===== src/rtl/uart_tx_param.sv =====
// uart_tx_param: buffered UART transmitter with a configurable frame and FIFO.
// Bytes are queued through buffer_write and shifted out LSB first on
// serial_out, one bit per 16 en_16_x_baud strobes.
// Ports:
//   clk                 system clock
//   btnCpuReset         asynchronous active-low reset; clears all state
//   en_16_x_baud        one-clk strobe at 16x the baud rate
//   buffer_reset        synchronous FIFO flush + overflow clear
//   data_in             word to enqueue (DATA_BITS wide)
//   buffer_write        enqueue data_in on this edge
//   serial_out          line output, idles high
//   buffer_full         count == FIFO_DEPTH
//   buffer_half_full    count >= FIFO_DEPTH/2
//   buffer_data_present count != 0
//   tx_busy             shifter not idle
//   overflow            sticky, set by a rejected write
module uart_tx_param #(
    parameter int unsigned DATA_BITS  = 8,
    parameter int unsigned PARITY     = 0,
    parameter int unsigned STOP_BITS  = 1,
    parameter int unsigned FIFO_DEPTH = 16
) (
    input  logic                 clk,
    input  logic                 btnCpuReset,
    input  logic                 en_16_x_baud,
    input  logic                 buffer_reset,
    input  logic [DATA_BITS-1:0] data_in,
    input  logic                 buffer_write,
    output logic                 serial_out,
    output logic                 buffer_full,
    output logic                 buffer_half_full,
    output logic                 buffer_data_present,
    output logic                 tx_busy,
    output logic                 overflow
);

    localparam int unsigned PTR_W  = $clog2(FIFO_DEPTH);
    localparam int unsigned CNT_W  = PTR_W + 1;
    localparam int unsigned TICK_W = 4;
    localparam int unsigned BIT_W  = 4;

    localparam logic [CNT_W-1:0]  DEPTH_C   = CNT_W'(FIFO_DEPTH);
    localparam logic [CNT_W-1:0]  HALF_C    = CNT_W'(FIFO_DEPTH / 2);
    localparam logic [CNT_W-1:0]  CNT_ONE   = CNT_W'(1);
    localparam logic [PTR_W-1:0]  PTR_ONE   = PTR_W'(1);
    localparam logic [TICK_W-1:0] TICK_LAST = TICK_W'(15);
    localparam logic [BIT_W-1:0]  BIT_ONE   = BIT_W'(1);
    localparam logic [BIT_W-1:0]  LAST_DATA = BIT_W'(DATA_BITS - 1);
    localparam logic [BIT_W-1:0]  LAST_STOP = BIT_W'(STOP_BITS - 1);

    typedef enum logic [2:0] {
        S_IDLE   = 3'd0,
        S_START  = 3'd1,
        S_DATA   = 3'd2,
        S_PARITY = 3'd3,
        S_STOP   = 3'd4
    } state_e;

    state_e               state_q, state_d;
    logic [TICK_W-1:0]    tick_q, tick_d;
    logic [BIT_W-1:0]     bit_q, bit_d;
    logic [DATA_BITS-1:0] shift_q, shift_d;
    logic                 parity_q, parity_d;
    logic                 serial_out_q, serial_out_d;
    logic                 tx_busy_q, tx_busy_d;

    logic [DATA_BITS-1:0] fifo_mem [FIFO_DEPTH];
    logic [PTR_W-1:0]     wr_ptr_q, wr_ptr_d;
    logic [PTR_W-1:0]     rd_ptr_q, rd_ptr_d;
    logic [CNT_W-1:0]     count_q, count_d;
    logic                 overflow_q, overflow_d;
    logic                 full_q, full_d;
    logic                 half_q, half_d;
    logic                 present_q, present_d;

    logic                 pop;
    logic                 push;
    logic                 bit_end;
    logic [DATA_BITS-1:0] head;

    assign head    = fifo_mem[rd_ptr_q];
    assign bit_end = en_16_x_baud && (tick_q == TICK_LAST);

    // State register
    always_ff @(posedge clk or negedge btnCpuReset) begin
        if (!btnCpuReset) begin
            state_q <= S_IDLE;
        end else begin
            state_q <= state_d;
        end
    end

    // Next-state and shifter datapath
    always_comb begin
        state_d  = state_q;
        tick_d   = tick_q;
        bit_d    = bit_q;
        shift_d  = shift_q;
        parity_d = parity_q;
        pop      = 1'b0;

        if (en_16_x_baud && (state_q != S_IDLE)) begin
            tick_d = tick_q + TICK_W'(1);
        end

        case (state_q)
            S_IDLE: begin
                if (en_16_x_baud && (count_q != '0)) begin
                    pop      = 1'b1;
                    shift_d  = head;
                    parity_d = (PARITY == 2) ? ~(^head) : (^head);
                    tick_d   = '0;
                    bit_d    = '0;
                    state_d  = S_START;
                end
            end
            S_START: begin
                if (bit_end) begin
                    state_d = S_DATA;
                end
            end
            S_DATA: begin
                if (bit_end) begin
                    shift_d = shift_q >> 1;
                    if (bit_q == LAST_DATA) begin
                        bit_d   = '0;
                        state_d = (PARITY != 0) ? S_PARITY : S_STOP;
                    end else begin
                        bit_d = bit_q + BIT_ONE;
                    end
                end
            end
            S_PARITY: begin
                if (bit_end) begin
                    bit_d   = '0;
                    state_d = S_STOP;
                end
            end
            S_STOP: begin
                if (bit_end) begin
                    if (bit_q == LAST_STOP) begin
                        bit_d   = '0;
                        state_d = S_IDLE;
                    end else begin
                        bit_d = bit_q + BIT_ONE;
                    end
                end
            end
            default: begin
                state_d = S_IDLE;
            end
        endcase
    end

    // Output decode from the next state so the line changes on the same edge as the FSM
    always_comb begin
        serial_out_d = 1'b1;
        tx_busy_d    = (state_d != S_IDLE);
        case (state_d)
            S_START:  serial_out_d = 1'b0;
            S_DATA:   serial_out_d = shift_d[0];
            S_PARITY: serial_out_d = parity_d;
            default:  serial_out_d = 1'b1;
        endcase
    end

    // Shifter registers
    always_ff @(posedge clk or negedge btnCpuReset) begin
        if (!btnCpuReset) begin
            tick_q       <= '0;
            bit_q        <= '0;
            shift_q      <= '0;
            parity_q     <= 1'b0;
            serial_out_q <= 1'b1;
            tx_busy_q    <= 1'b0;
        end else begin
            tick_q       <= tick_d;
            bit_q        <= bit_d;
            shift_q      <= shift_d;
            parity_q     <= parity_d;
            serial_out_q <= serial_out_d;
            tx_busy_q    <= tx_busy_d;
        end
    end

    // FIFO bookkeeping; a write to a full FIFO is only taken when a pop frees a slot
    always_comb begin
        push       = buffer_write && ((count_q != DEPTH_C) || pop);
        wr_ptr_d   = wr_ptr_q;
        rd_ptr_d   = rd_ptr_q;
        count_d    = count_q;
        overflow_d = overflow_q;

        if (buffer_reset) begin
            wr_ptr_d   = '0;
            rd_ptr_d   = '0;
            count_d    = '0;
            overflow_d = 1'b0;
        end else begin
            if (push) begin
                wr_ptr_d = wr_ptr_q + PTR_ONE;
            end
            if (pop) begin
                rd_ptr_d = rd_ptr_q + PTR_ONE;
            end
            case ({push, pop})
                2'b10:   count_d = count_q + CNT_ONE;
                2'b01:   count_d = count_q - CNT_ONE;
                default: count_d = count_q;
            endcase
            if (buffer_write && !push) begin
                overflow_d = 1'b1;
            end
        end

        full_d    = (count_d == DEPTH_C);
        half_d    = (count_d >= HALF_C);
        present_d = (count_d != '0);
    end

    always_ff @(posedge clk or negedge btnCpuReset) begin
        if (!btnCpuReset) begin
            wr_ptr_q   <= '0;
            rd_ptr_q   <= '0;
            count_q    <= '0;
            overflow_q <= 1'b0;
            full_q     <= 1'b0;
            half_q     <= 1'b0;
            present_q  <= 1'b0;
        end else begin
            wr_ptr_q   <= wr_ptr_d;
            rd_ptr_q   <= rd_ptr_d;
            count_q    <= count_d;
            overflow_q <= overflow_d;
            full_q     <= full_d;
            half_q     <= half_d;
            present_q  <= present_d;
        end
    end

    // Storage needs no reset: count gates every read
    always_ff @(posedge clk) begin
        if (push && !buffer_reset) begin
            fifo_mem[wr_ptr_q] <= data_in;
        end
    end

    assign serial_out          = serial_out_q;
    assign tx_busy             = tx_busy_q;
    assign buffer_full         = full_q;
    assign buffer_half_full    = half_q;
    assign buffer_data_present = present_q;
    assign overflow            = overflow_q;

endmodule


===== config.mk =====
export PLATFORM = sky130hd
export DESIGN_NAME = uart_tx_param
export DESIGN_NICKNAME = d
export VERILOG_FILES = /design/src/rtl/uart_tx_param.sv
export SDC_FILE = /design/constraint.sdc
export NUM_CORES = 1
export LEC_CHECK = 0
export CAP_MARGIN = 10
export CORE_MARGIN = 2
export CORE_UTILIZATION = 45
export DETAILED_ROUTE_END_ITERATION = 7
export DONT_BUFFER_PORTS = 1
export PLACE_DENSITY = 0.63
export SLEW_MARGIN = 15
export SYNTH_ARGS = -nofsm -noshare
export SYNTH_HDL_FRONTEND = slang
export SYNTH_SLANG_ARGS = --single-unit

===== constraint.sdc =====
create_clock -name clk -period 6 [get_ports clk]
set_clock_uncertainty 0.15 [all_clocks]
set_input_delay 0.6 -clock clk [delete_from_list [all_inputs] [get_ports clk]]
set_output_delay 0.6 -clock clk [all_outputs]
set_load 0.005 [all_outputs]

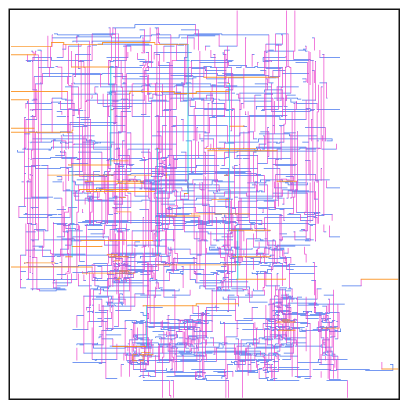
**Above:** run 1 (wiring by layer).
(3 px per micron)
met2 -> magenta  # wire length 6,880 microns
met1 -> blue  # wire length 6,100 microns
met4 -> cyan  # wire length 227 microns
met3 -> orange  # wire length 683 microns
DR WL/cell: 20.3 microns
Post-Route WL: 13,900 microns
vias: 3,862

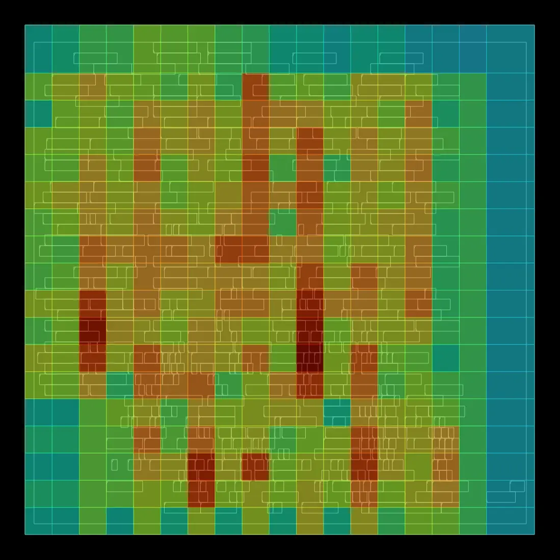
**Above:** run 1 (track usage over the die).
met2 Usage GRT: 29.8%
total routing usage reported by global routing: 18.2%
Most Crowded Layer GR: met2
Core Util, Final: 51.5%

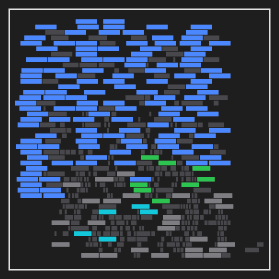
**Above:** run 1 (register map, names as in the netlist).
(2 px per micron) Other sequential cells in the stronger grey, the rest of the logic in the fainter grey.
shift_q -> green  # sequential cells 8
count_q -> cyan  # sequential cells 5
fifo_mem -> blue  # sequential cells 128
not coloured = 26
sequential share of cell area: 61.2%
register area: 4820 sq um
Seq group: 1.30 mW

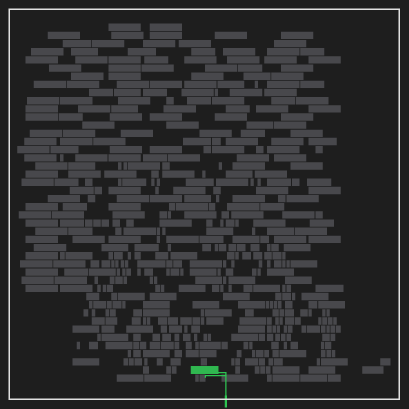
**Above:** run 1 (port wiring).
(3 px per micron)
overflow -> green  # bits 1, direction output, edge south, end cells 1, buffers 0, wire 18.7 microns
number of port buffers: 0
IO Count: 19

==> run_results.csv, run 1 <==
group,metric,value,unit
sta,rsz0062_at_grt,"false",
final_layout,num-fill-cells,1286,
clocking,cts_hold_buf,2,
route,met1_length,6100,microns
clocking,cts_setup_buffers,0,
hold_path,hp-class,"input port to register",
sta,period_used_share,56.1,%
sta,slew_headroom,28.0,%
synthesis,yosysWarnings,0,
sta,setup-violations-final,0,
final_layout,drive_gt1_share,14.8,%
final_layout,syn_to_final_growth,11.2,%
worst_setup_path,r2r-end,"buffer_full",
final_layout,nonClkBufAreaFrac,0.857,%
power_and_ir_drop,clkPwrFrac,43.2,%
sta,worstMarginPinSlew,1.08,ns
sta,period_minus_slack,3.37,ns
route,drc,0,
worst_setup_path,crit_path_cell_trace,"or4_4 > o21ai_4 > or3_1 > inv_1 > ha_1 > nor2b_1 > o21a_1 > nor4_1 > nand3b_1 > and3_1 > nor2_1 > and2_1",
route,top_layer,"met4",
synthesis,ys.flops,167,
final_layout,layout.area.comb,2120,sq um
route,ant_nets,0,
hold_path,hold_end,"rd_ptr_q[1]",
floorplanning,num_rows,45,
clocking,clk_path_buf_depth,2,
clocking,insertion_delay,0.43,ns
job,drv_cap,0,
final_layout,nMultiInputCombCells,257,
power_and_ir_drop,power.density,313,nW/um^2
final_layout,largestClassByArea,"flip-flops and latches",
worst_setup_path,crit_required,6.17,ns
grt,grt_max_degree,40,
grt,grt_overflow,0,
clocking,clockRootBuffer,"clkbuf_16",
grt,use_met3,4.87,%
route,wl_met2,6880,microns
grt,antenna_found_initial,0,
route,viasPerCell,5.65,
grt,grt_util_met1,23.7,%
worst_setup_path,critPathMaxStageDelay,0.58,ns
hold_path,hold_start,"buffer_reset",
worst_setup_path,crit_cells,12,
clocking,numClockSinks,167,
power_and_ir_drop,totalPowerFinal,2.47,mW
final_layout,layout.nets,486,
route,drt-initial-drc-count,298,
worst_setup_path,cpLargestDelayFamily,"simple AND/OR/NAND/NOR gates",
power_and_ir_drop,power.share.sequential,52.7,%
power_and_ir_drop,p_sw_share,21.6,%
power_and_ir_drop,vdd_drop_max,0.194,mV
power_and_ir_drop,powerClk,1.07,mW
sta,tns,0,ns
synthesis,ys_seq_share,68.0,%
synthesis,netlist_area,7090,sq um
job,warnings,30,
clocking,cts_tree,"built",
synthesis,synth-edff-count,128,
power_and_ir_drop,p_leak,2.73,nW
final_layout,nNonClkBuffers,7,
worst_setup_path,cp-startpoint,"count_q[1]",
synthesis,synth_top_flop_cell,"edfxtp_1",
grt,grt_pass1_vias,3981,
place,routabilityCongestion,0.842,
worst_setup_path,setup.worst_path.end,"buffer_full",
floorplanning,fp.dieW,130,microns
floorplanning,die_h,130,microns
power_and_ir_drop,p_int,1.94,mW
worst_setup_path,worst_setup_path_end_kind,"register",
clocking,htree_num_levels,4,
synthesis,async_reset_ff_share,23.4,%
place,dp_hpwl,8850,microns
final_layout,nClkBuffers,18,
clocking,path_clk_slew,0.06,ns
route,routed-wl-met3,682,microns
floorplanning,die_area,16800,sq um
worst_setup_path,arrival,3.53,ns
synthesis,synthDistinctLibCells,51,
clocking,cts_resized,0,
power_and_ir_drop,pg_comb,0.102,mW
worst_setup_path,worstReg2RegStart,"count_q[1]",
final_layout,antenna_cells,0,
synthesis,syn_nets,478,
hold_path,holdPathStages,1,
grt,grt_pass1_wl,21900,microns
worst_setup_path,critPathKind,"register to register",
route,firstDrtPassIters,4,
worst_setup_path,rrSetupSlack,2.63,ns
power_and_ir_drop,pwr-share-comb,4.1,%
floorplanning,core,15300,sq um
clocking,cts_buffers,17,
final_layout,lay_top_cells,"128 x edfxtp_1, 44 x nand2_1, 38 x nor2_1",
synthesis,syn_avg_cell_area,15.6,sq um
sta,finalHoldViolCount,0,
power_and_ir_drop,power_leader,"sequential cells",
sta,drv_slew,0,
worst_setup_path,critPathMaxFanout,8,
worst_setup_path,worst_r2r_path_depth,12,
final_layout,nNonClkInverters,11,
floorplanning,nWellTaps,211,
sta,fmax,0.297,GHz
synthesis,yosys-stat-cells,453,
outcome,status,"finished clean",
worst_setup_path,crit_buf_inv,1,
final_layout,comb_share,26.8,%
final_layout,clock_area_share,7.27,%
power_and_ir_drop,p_sw,0.533,mW
worst_setup_path,startpoint_type,"register",
synthesis,ys_area,7090,sq um
synthesis,synth_cells,453,
floorplanning,fp-utilization,46.3,%
final_layout,layout_top_cell,"edfxtp_1",
final_layout,ff_count,167,
worst_setup_path,cpMaxStageDelayCell,"or4_4",
==> run 1: state kept, by name (all words and copies together), names as in the netlist <==
| register | count |
|---|---|
| count_q | 5 |
| buffer_half_full | 1 |
| wr_ptr_q | 4 |
| buffer_full | 1 |
| serial_out | 1 |
| bit_q | 4 |
| tick_q | 4 |
| shift_q | 8 |
| state_q | 3 |
| fifo_mem | 128 |
| rd_ptr_q | 4 |
| parity_q | 1 |
| tx_busy | 1 |
| overflow | 1 |
| buffer_data_present | 1 |
==> run 1: cell families after synthesis <==
| group | synth area share, % |
|---|---|
| AND/OR/NAND/NOR | 8.56 |
| XOR/XNOR | 1.98 |
| buffers and inverters | 2.14 |
| flip-flops | 68.0 |
| AND-OR/OR-AND | 6.34 |
| multiplexers | 10.8 |
| adder cells (fa/ha/maj) | 2.22 |
==> run 1: stage by stage <==
step	hold WS, ns	setup WS [ns]	instance area, sq um	utilization, %	instances
finish	0.0835	2.63	7890	51.5	684
global route	0.0663	2.50	7890	51.5	684
CTS	0.0694	2.68	7890	51.5	684
detailed placement	0.156	2.70	7280	47.5	651
global placement	0.156	2.81	7280	47.5	651
floorplan	0.154	2.93	7090	-	453
==> run 1: synth_stat cells, drive strengths merged, types with 2 or more instances <==
master,n,area [sq um]
edfxtp,128,3840
nand2,45,171
dfrtp,38,951
nor2,38,143
mux4,32,743
a22oi,24,180
o21ai,15,97.6
xnor2,13,114
a21oi,12,60.1
ha,11,138
inv,11,41.3
nand3,11,55.1
buf,10,80.1
clkbuf,8,30.0
or3,7,43.8
nand3b,4,30.0
nor3,4,20.0
a211oi,3,22.5
and2,3,18.8
nand2b,3,18.8
nor2b,3,18.8
xor2,3,26.3
and3,2,12.5
mux2i,2,20.0
nand4,2,12.5
nor4,2,12.5
o211ai,2,15.0
o21a,2,15.0
or2,2,12.5
**Run 1: pin map**

(2 px per micron) Pins as bars across the die edge, other pins in grey.
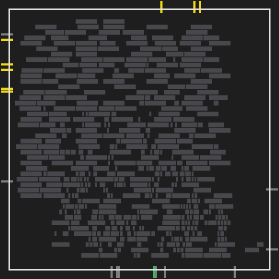

--- run 2 (diff from run 1) ---
==> constraint.sdc (replaced) <==
create_clock -name clk -period 3.22 [get_ports clk]
set_clock_uncertainty 0.15 [all_clocks]
set_input_delay 0.322 -clock clk [delete_from_list [all_inputs] [get_ports clk]]
set_output_delay 0.322 -clock clk [all_outputs]
set_load 0.005 [all_outputs]
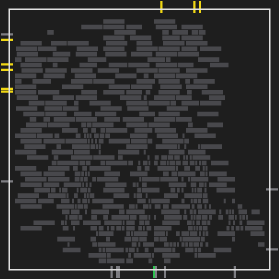
**Above:** run 2 (pin map).
(2 px per micron) Pins as bars across the die edge, other pins in grey.
data_in -> yellow  # pins 8, direction input, edge 5 west, 3 north
overflow -> green  # pins 1, direction output, edge south
all pins by edge = 7 south, 7 west, 3 north, 2 east
Die Y: 130 microns
die width: 130 microns

==> run 2 against run 1 <==
Against the previous run:
- combinational power grew 130%
- area after synthesis is the same
- final area grew 4.7%
- largest power group unchanged
- register-to-register slack lost 2.5 ns
- total power grew 93%
- clock power grew 96%
==> run_results.csv, run 2 <==
group,metric,value,unit
synthesis,yosysWarnings,0,
grt,grt_max_degree,40,
final_layout,seq_area_share,58.4,%
sta,period_minus_slack,3.11,ns
final_layout,nMultiInputCombCells,257,
route,top_layer,"met4",
synthesis,ys.flops,167,
synthesis,syn_nets,478,
final_layout,largest_reg_flops,128,
worst_setup_path,crit_cells,12,
floorplanning,num_rows,45,
final_layout,comb_share,26.1,%
synthesis,largest_area_cell,"edfxtp_1",
clocking,insertion_delay,0.43,ns
place,io_buffers,0,
worst_setup_path,startpoint_type,"register",
clocking,htree_num_levels,4,
synthesis,synth_top_flop_cell,"edfxtp_1",
outcome,status,"finished clean",
clocking,path_clk_slew,0.07,ns
synthesis,synthMostInstantiatedCell,"edfxtp_1",
clocking,cts_resized,0,
final_layout,clock_area_share,7.39,%
worst_setup_path,critPathKind,"register to register",
clocking,cts_hold_buf,13,
route,drc,0,
route,firstDrtPassIters,4,
hold_path,holdPathStages,3,
synthesis,synthDistinctLibCells,51,
worst_setup_path,worst_r2r_path_depth,12,
clocking,cts_setup_buffers,0,
final_layout,nonClkBufAreaFrac,4.39,%
grt,top_usage_layer,"met2",
synthesis,ys_area,7090,sq um
worst_setup_path,critPathMaxStageDelay,0.55,ns
route,met1_length,6230,microns
power_and_ir_drop,vdd_drop_max,0.369,mV
sta,worstMarginPinSlew,0.695,ns
final_layout,regMostFlops,"fifo_mem",
worst_setup_path,crit_buf_inv,1,
floorplanning,boundaryPins,19,
final_layout,syn_to_final_growth,16.5,%
floorplanning,core,15300,sq um
sta,tns,0,ns
final_layout,nClkBuffers,17,
grt,use_met2,30.7,%
place,routabilityCongestion,0.876,
final_layout,layout.area.comb,2150,sq um
final_layout,num-fill-cells,1261,
synthesis,ys_seq_share,68.0,%
clocking,clk_path_buf_depth,2,
final_layout,top_regs,"fifo_mem x128, shift_q x8, count_q x5",
worst_setup_path,crit_required,3.39,ns
sta,setup-violations-final,0,
clocking,cts_buffers,17,
worst_setup_path,cpMaxStageDelayCell,"or4_4",
final_layout,antenna_cells,0,
sta,slew_headroom,53.6,%
grt,grt_overflow,0,
floorplanning,die_area,16800,sq um
synthesis,yosys-stat-cells,453,
final_layout,largestClassByArea,"flip-flops and latches",
final_layout,layout.nets,520,
sta,period_used_share,96.7,%
synthesis,async_reset_ff_share,23.4,%
clocking,cts_tree,"built",
route,drt-initial-drc-count,332,
power_and_ir_drop,p_leak,2.92,nW
synthesis,syn_avg_cell_area,15.6,sq um
floorplanning,fp-utilization,46.3,%
final_layout,lay_top_cells,"128 x edfxtp_1, 44 x nand2_1, 37 x nor2_1",
job,warnings,30,
final_layout,nNonClkInverters,11,
route,ant_nets,0,
final_layout,drive_gt1_share,20.9,%
synthesis,top_cells_by_count,"128 x edfxtp_1, 44 x nand2_1, 38 x dfrtp_1, 38 x nor2_1, 26 x mux4_2",
final_layout,nNonClkBuffers,41,
worst_setup_path,cpLargestDelayFamily,"simple AND/OR/NAND/NOR gates",
route,routed-wl-met3,609,microns
worst_setup_path,arrival,3.28,ns
sta,fmax,0.321,GHz
route,viasPerCell,5.60,
sta,hold_slack,0.0500,ns
synthesis,synth-edff-count,128,
route,wl_met2,7230,microns
grt,antenna_found_initial,0,
synthesis,area_leaders,"edfxtp_1 54%, dfrtp_1 13%, mux4_2 8.3%",
worst_setup_path,worst_setup_path_end_kind,"register",
worst_setup_path,crit_path_cell_trace,"or4_4 > o21ai_4 > or3_4 > inv_2 > ha_1 > nor2b_1 > o21a_1 > o211ai_1 > a2bb2oi_1 > and3_4 > nor2_2 > and2_1",
place,dp_hpwl,9050,microns
power_and_ir_drop,power.density,577,nW/um^2
grt,grt_pass1_wl,22900,microns
grt,use_met3,4.71,%
job,drv_cap,0,
sta,finalHoldViolCount,0,
final_layout,layout_top_cell,"edfxtp_1",
grt,grt_pass1_vias,4060,
synthesis,netlist_area,7090,sq um
grt,grt_util_met1,24.1,%
clocking,numClockSinks,167,
final_layout,regArea,4830,sq um
clocking,clockRootBuffer,"clkbuf_16",
synthesis,synth_cells,453,
final_layout,ff_count,167,
hold_path,hp-class,"input port to register",
worst_setup_path,critPathMaxFanout,6,
floorplanning,nWellTaps,211,
sta,drv_slew,0,
synthesis,top_area_share,54.2,%
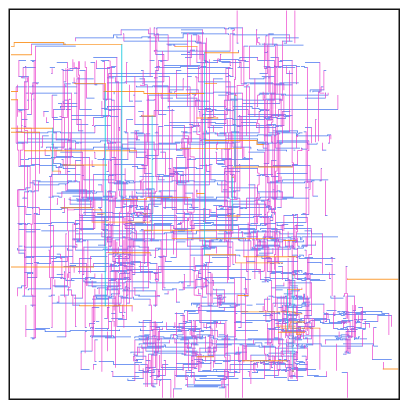
**Above:** run 2 (wiring by layer).
(3 px per micron)
met4 -> cyan  # wire length 330 microns
met2 -> magenta  # wire length 7,230 microns
met1 -> blue  # wire length 6,230 microns
met3 -> orange  # wire length 610 microns
vias: 4,020
Post-Route WL: 14,400 microns
total routing usage reported by global routing: 18.7%
DR WL/cell: 20.1 microns

[run 2: cell counts after synthesis]
No cell type changed its count.
[run 2: per-stage QoR]
stage | power [mW] | area (sq um) | setup WS (ns) | utilization (%) | instances
after floorplan | 2.60 | 7090 | 0.146 | - | 453
after global placement | 2.63 | 7430 | 0.183 | 48.5 | 669
after detailed placement | 2.65 | 7430 | 0.0818 | 48.5 | 669
after CTS | 4.79 | 8180 | 0.0269 | 53.4 | 713
after global routing | 4.93 | 8260 | -0.0373 | 53.9 | 718
final | 4.76 | 8260 | 0.105 | 53.9 | 718
[run 2: tightest hold or removal path, stage by stage]
cell and delay (ns):
a211oi_1 0.03, a21oi_1 0.15, a21oi_1 0.09
[run 2: power breakdown]
part	internal, mW	switching, mW	leakage, nW
clock network	1.24	0.866	0.295
logic	0.0956	0.142	0.971
registers	2.38	0.0442	1.65
total	3.71	1.05	2.92
[run 2: path summary, 6_finish.rpt]
| kind | slack, ns | end | from |
|---|---|---|---|
| max reg2reg | 0.11 | buffer_full | count_q[0] |
| min in group asynchronous | 0.19 | bit_q[0] | btnCpuReset |
| min reg2reg | 0.33 | shift_q[5] | shift_q[6] |
| max | 0.11 | buffer_full | count_q[0] |
| min | 0.05 | buffer_data_present | buffer_write |
| max in group asynchronous | 2.45 | serial_out | btnCpuReset |
[run 2: logic make-up after synthesis]
logic type | Yosys count | share of synthesized area, %
DFF | 167 | 68.0
AOI/OAI and AO/OA | 65 | 6.34
adders and majority gates | 12 | 2.22
and+or+nand+nor | 130 | 8.56
buffers and inverters | 29 | 2.14
xor gates and xnor gates | 16 | 1.98
muxes | 34 | 10.8
**Run 2: track usage over the die**

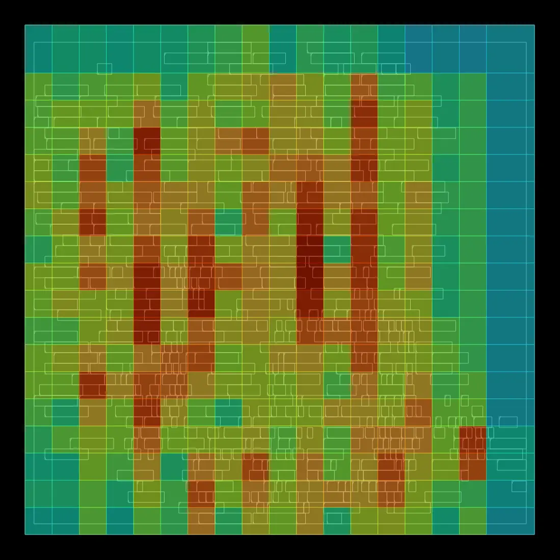

--- run 3 (diff from run 2) ---
--- a/config.mk
+++ b/config.mk
@@ -11,6 +11,7 @@
 export DETAILED_ROUTE_END_ITERATION = 7
 export DONT_BUFFER_PORTS = 1
 export PLACE_DENSITY = 0.63
+export RECOVER_POWER = 100
 export SLEW_MARGIN = 15
 export SYNTH_ARGS = -nofsm -noshare
 export SYNTH_HDL_FRONTEND = slang
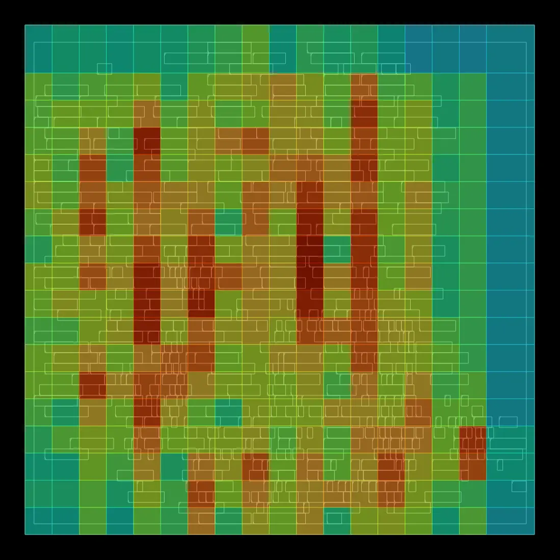
**Above:** run 3 (track usage over the die).
DR WL/cell: 20.0 microns
Core Util, Final: 53.8%
met2 Usage GRT: 30.7%
routing usage on met1: 24.1%

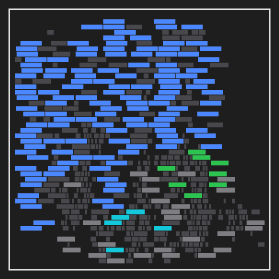
**Above:** run 3 (register map, names as in the netlist).
(2 px per micron) Other sequential cells in the stronger grey, the rest of the logic in the fainter grey.
fifo_mem -> blue  # sequential cells 128
count_q -> cyan  # sequential cells 5, where south
shift_q -> green  # sequential cells 8
not coloured = 26
register area: 4830 sq um
sequential share of cell area: 58.6%

==> run 3 against run 2 <==
Against the previous run:
- register-to-register slack barely moved
- clock-buffer cell count did not move
- synthesized cell count did not move
- non-clock buffer count did not move
- die size did not move
- sequential cell count did not move
- sequential share of layout area rose by 0.14 points
- the run now ends with max-capacitance violations, max-slew violations left
- clock power barely moved
- core utilization fell by 0.13 points
==> run_results.csv, run 3 <==
group,metric,value,unit
worst_setup_path,worst_setup_path_end_kind,"register",
sta,period_minus_slack,3.11,ns
power_and_ir_drop,vdd_drop_max,0.368,mV
place,placed_cells,669,
synthesis,synth_cells,453,
final_layout,top_regs,"fifo_mem x128, shift_q x8, count_q x5",
power_and_ir_drop,p_int,3.71,mW
place,dp_hpwl,9050,microns
synthesis,synth_top_flop_cell,"edfxtp_1",
worst_setup_path,critPathKind,"register to register",
synthesis,netlist_area,7090,sq um
final_layout,layout.nets,520,
sta,tns,0,ns
synthesis,async_reset_ff_share,23.4,%
clocking,cts_setup_buffers,0,
worst_setup_path,crit_required,3.39,ns
floorplanning,num_rows,45,
synthesis,area_leaders,"edfxtp_1 54%, dfrtp_1 13%, mux4_2 8.3%",
route,wl_met2,7270,microns
job,drv_cap,1,
hold_path,hp-class,"input port to register",
route,top_layer,"met4",
synthesis,synthMostInstantiatedCell,"edfxtp_1",
power_and_ir_drop,power.density,577,nW/um^2
synthesis,syn_nets,478,
clocking,insertion_delay,0.43,ns
final_layout,syn_to_final_growth,16.2,%
worst_setup_path,critPathMaxStageDelay,0.55,ns
floorplanning,fp.dieW,130,microns
power_and_ir_drop,p_sw_share,22.1,%
clocking,cts_buffers,17,
worst_setup_path,critPathMaxFanout,6,
synthesis,synth-edff-count,128,
place,routabilityCongestion,0.876,
sta,setup_slack,0.106,ns
final_layout,layout_top_cell,"edfxtp_1",
synthesis,ys_area,7090,sq um
final_layout,largest_reg_flops,128,
sta,drv_slew,40,
synthesis,largest_area_cell,"edfxtp_1",
power_and_ir_drop,pwr-share-comb,4.9,%
synthesis,syn_avg_cell_area,15.6,sq um
worst_setup_path,crit_path_cell_trace,"or4_4 > o21ai_4 > or3_4 > inv_2 > ha_1 > nor2b_1 > o21a_1 > o211ai_1 > a2bb2oi_1 > and3_4 > nor2_2 > and2_1",
final_layout,lay_top_cells,"128 x edfxtp_1, 44 x nand2_1, 37 x nor2_1",
power_and_ir_drop,power.share.sequential,50.9,%
grt,grt_max_degree,40,
sta,worstMarginPinSlew,2.10,ns
worst_setup_path,worst_r2r_path_depth,12,
clocking,cts_tree,"built",
job,warnings,30,
final_layout,finalNonFillerCells,718,
final_layout,regMostFlops,"fifo_mem",
grt,grt_use_total,18.7,%
clocking,numClockSinks,167,
worst_setup_path,arrival,3.28,ns
route,wl,14400,microns
floorplanning,boundaryPins,19,
outcome,violations,"max-capacitance violations, max-slew violations",
clocking,cts_resized,0,
floorplanning,die_h,130,microns
route,firstDrtPassIters,5,
clocking,cts_hold_buf,13,
grt,use_met3,4.71,%
synthesis,top_cells_by_count,"128 x edfxtp_1, 44 x nand2_1, 38 x dfrtp_1, 38 x nor2_1, 26 x mux4_2",
route,drc,0,
route,vias,4011,
clocking,clockRootBuffer,"clkbuf_16",
final_layout,drive_gt1_share,20.3,%
route,drt-initial-drc-count,332,
grt,grt_overflow,0,
sta,fmax,0.321,GHz
final_layout,layout.cell_area.non_filler,8240,sq um
hold_path,hold_start,"buffer_write",
sta,period_used_share,96.7,%
worst_setup_path,cpMaxStageDelayCell,"or4_4",
route,met1_length,6250,microns
final_layout,layout.area.comb,2150,sq um
worst_setup_path,crit_buf_inv,1,
route,routed-wl-met3,551,microns
clocking,path_clk_slew,0.07,ns
hold_path,hold_end,"buffer_data_present",
final_layout,antenna_cells,0,
final_layout,num-fill-cells,1266,
sta,hold_slack,0.0512,ns
worst_setup_path,rrSetupSlack,0.11,ns
synthesis,yosysWarnings,0,
floorplanning,die_area,16800,sq um
synthesis,top_area_share,54.2,%
clocking,htree_num_levels,4,
sta,slew_headroom,-40.1,%
power_and_ir_drop,totalPowerFinal,4.76,mW
synthesis,ys_seq_share,68.0,%
floorplanning,core,15300,sq um
clocking,clk_path_buf_depth,2,
grt,top_usage_layer,"met2",
worst_setup_path,startpoint_type,"register",
power_and_ir_drop,p_sw,1.05,mW
synthesis,synthDistinctLibCells,51,
place,io_buffers,0,
hold_path,holdPathStages,3,
power_and_ir_drop,p_leak,2.91,nW
sta,finalHoldViolCount,0,
outcome,status,"finished with violations",
route,ant_nets,0,
power_and_ir_drop,clkPwrFrac,44.2,%
grt,grt_pass1_vias,4060,
grt,grt_pass1_wl,22900,microns
synthesis,yosys-stat-cells,453,
place,pre_cts_ws,0.0818,ns
floorplanning,fp-utilization,46.3,%
place,postPlaceCellArea,7430,sq um
sta,setup-violations-final,0,
route,viasPerCell,5.59,
worst_setup_path,worstReg2RegStart,"count_q[0]",
grt,antenna_found_initial,0,
worst_setup_path,cpLargestDelayFamily,"simple AND/OR/NAND/NOR gates",
worst_setup_path,r2r-end,"buffer_full",
synthesis,ys.flops,167,
==> run 3: cell type report <==
cell class / instances / area share, %
clock buffers: 17 / 5.16
clock inverters: 14 / 2.25
well taps: 211 / 3.20
flip-flops and latches: 167 / 58.6
repair buffers: 41 / 4.16
multi-input cells: 257 / 26.2
inverters: 11 / 0.501
==> run 3: worst max-delay path by stage <==
stage | cells after the start | start | slack, ns | endpoint
3_3_place_gp | 11 | state_q[1] | 0.18 | buffer_full
4_1_cts | 11 | state_q[1] | 0.03 | buffer_full
3_5_place_dp | 11 | state_q[1] | 0.08 | buffer_full
5_1_grt | 12 | count_q[0] | -0.03 | buffer_full
2_1_floorplan | 12 | count_q[1] | 0.15 | buffer_full
6_report | 12 | count_q[0] | 0.11 | buffer_full
==> run 3: cell families after synthesis <==
kind of cell | count (synthesis) | synth area share (%)
multiplexers | 34 | 10.8
flip-flops | 167 | 68.0
XOR/XNOR | 16 | 1.98
AND/OR/NAND/NOR | 130 | 8.56
adder cells (fa/ha/maj) | 12 | 2.22
buffers and inverters | 29 | 2.14
AND-OR/OR-AND | 65 | 6.34
==> run 3: power by group through the flow <==
stage / clock network (mW) / registers (mW) / logic (mW)
after floorplan: 0 / 2.45 / 0.143
after CTS: 2.13 / 2.42 / 0.234
after global routing: 2.23 / 2.43 / 0.269
after global placement: 0 / 2.46 / 0.173
after detailed placement: 0 / 2.47 / 0.180
final: 2.10 / 2.42 / 0.233
==> run 3: worst register-to-register path, stage by stage, from the launching register on <==
cell and delay (ns):
dfrtp_2 0.45, or4_4 0.55, o21ai_4 0.14, or3_4 0.14, inv_2 0.04, ha_1 0.31, nor2b_1 0.15, o21a_1 0.22
o211ai_1 0.25, a2bb2oi_1 0.20, and3_4 0.22, nor2_2 0.04, and2_1 0.16
Power is estimated from default activity; no workload was simulated.
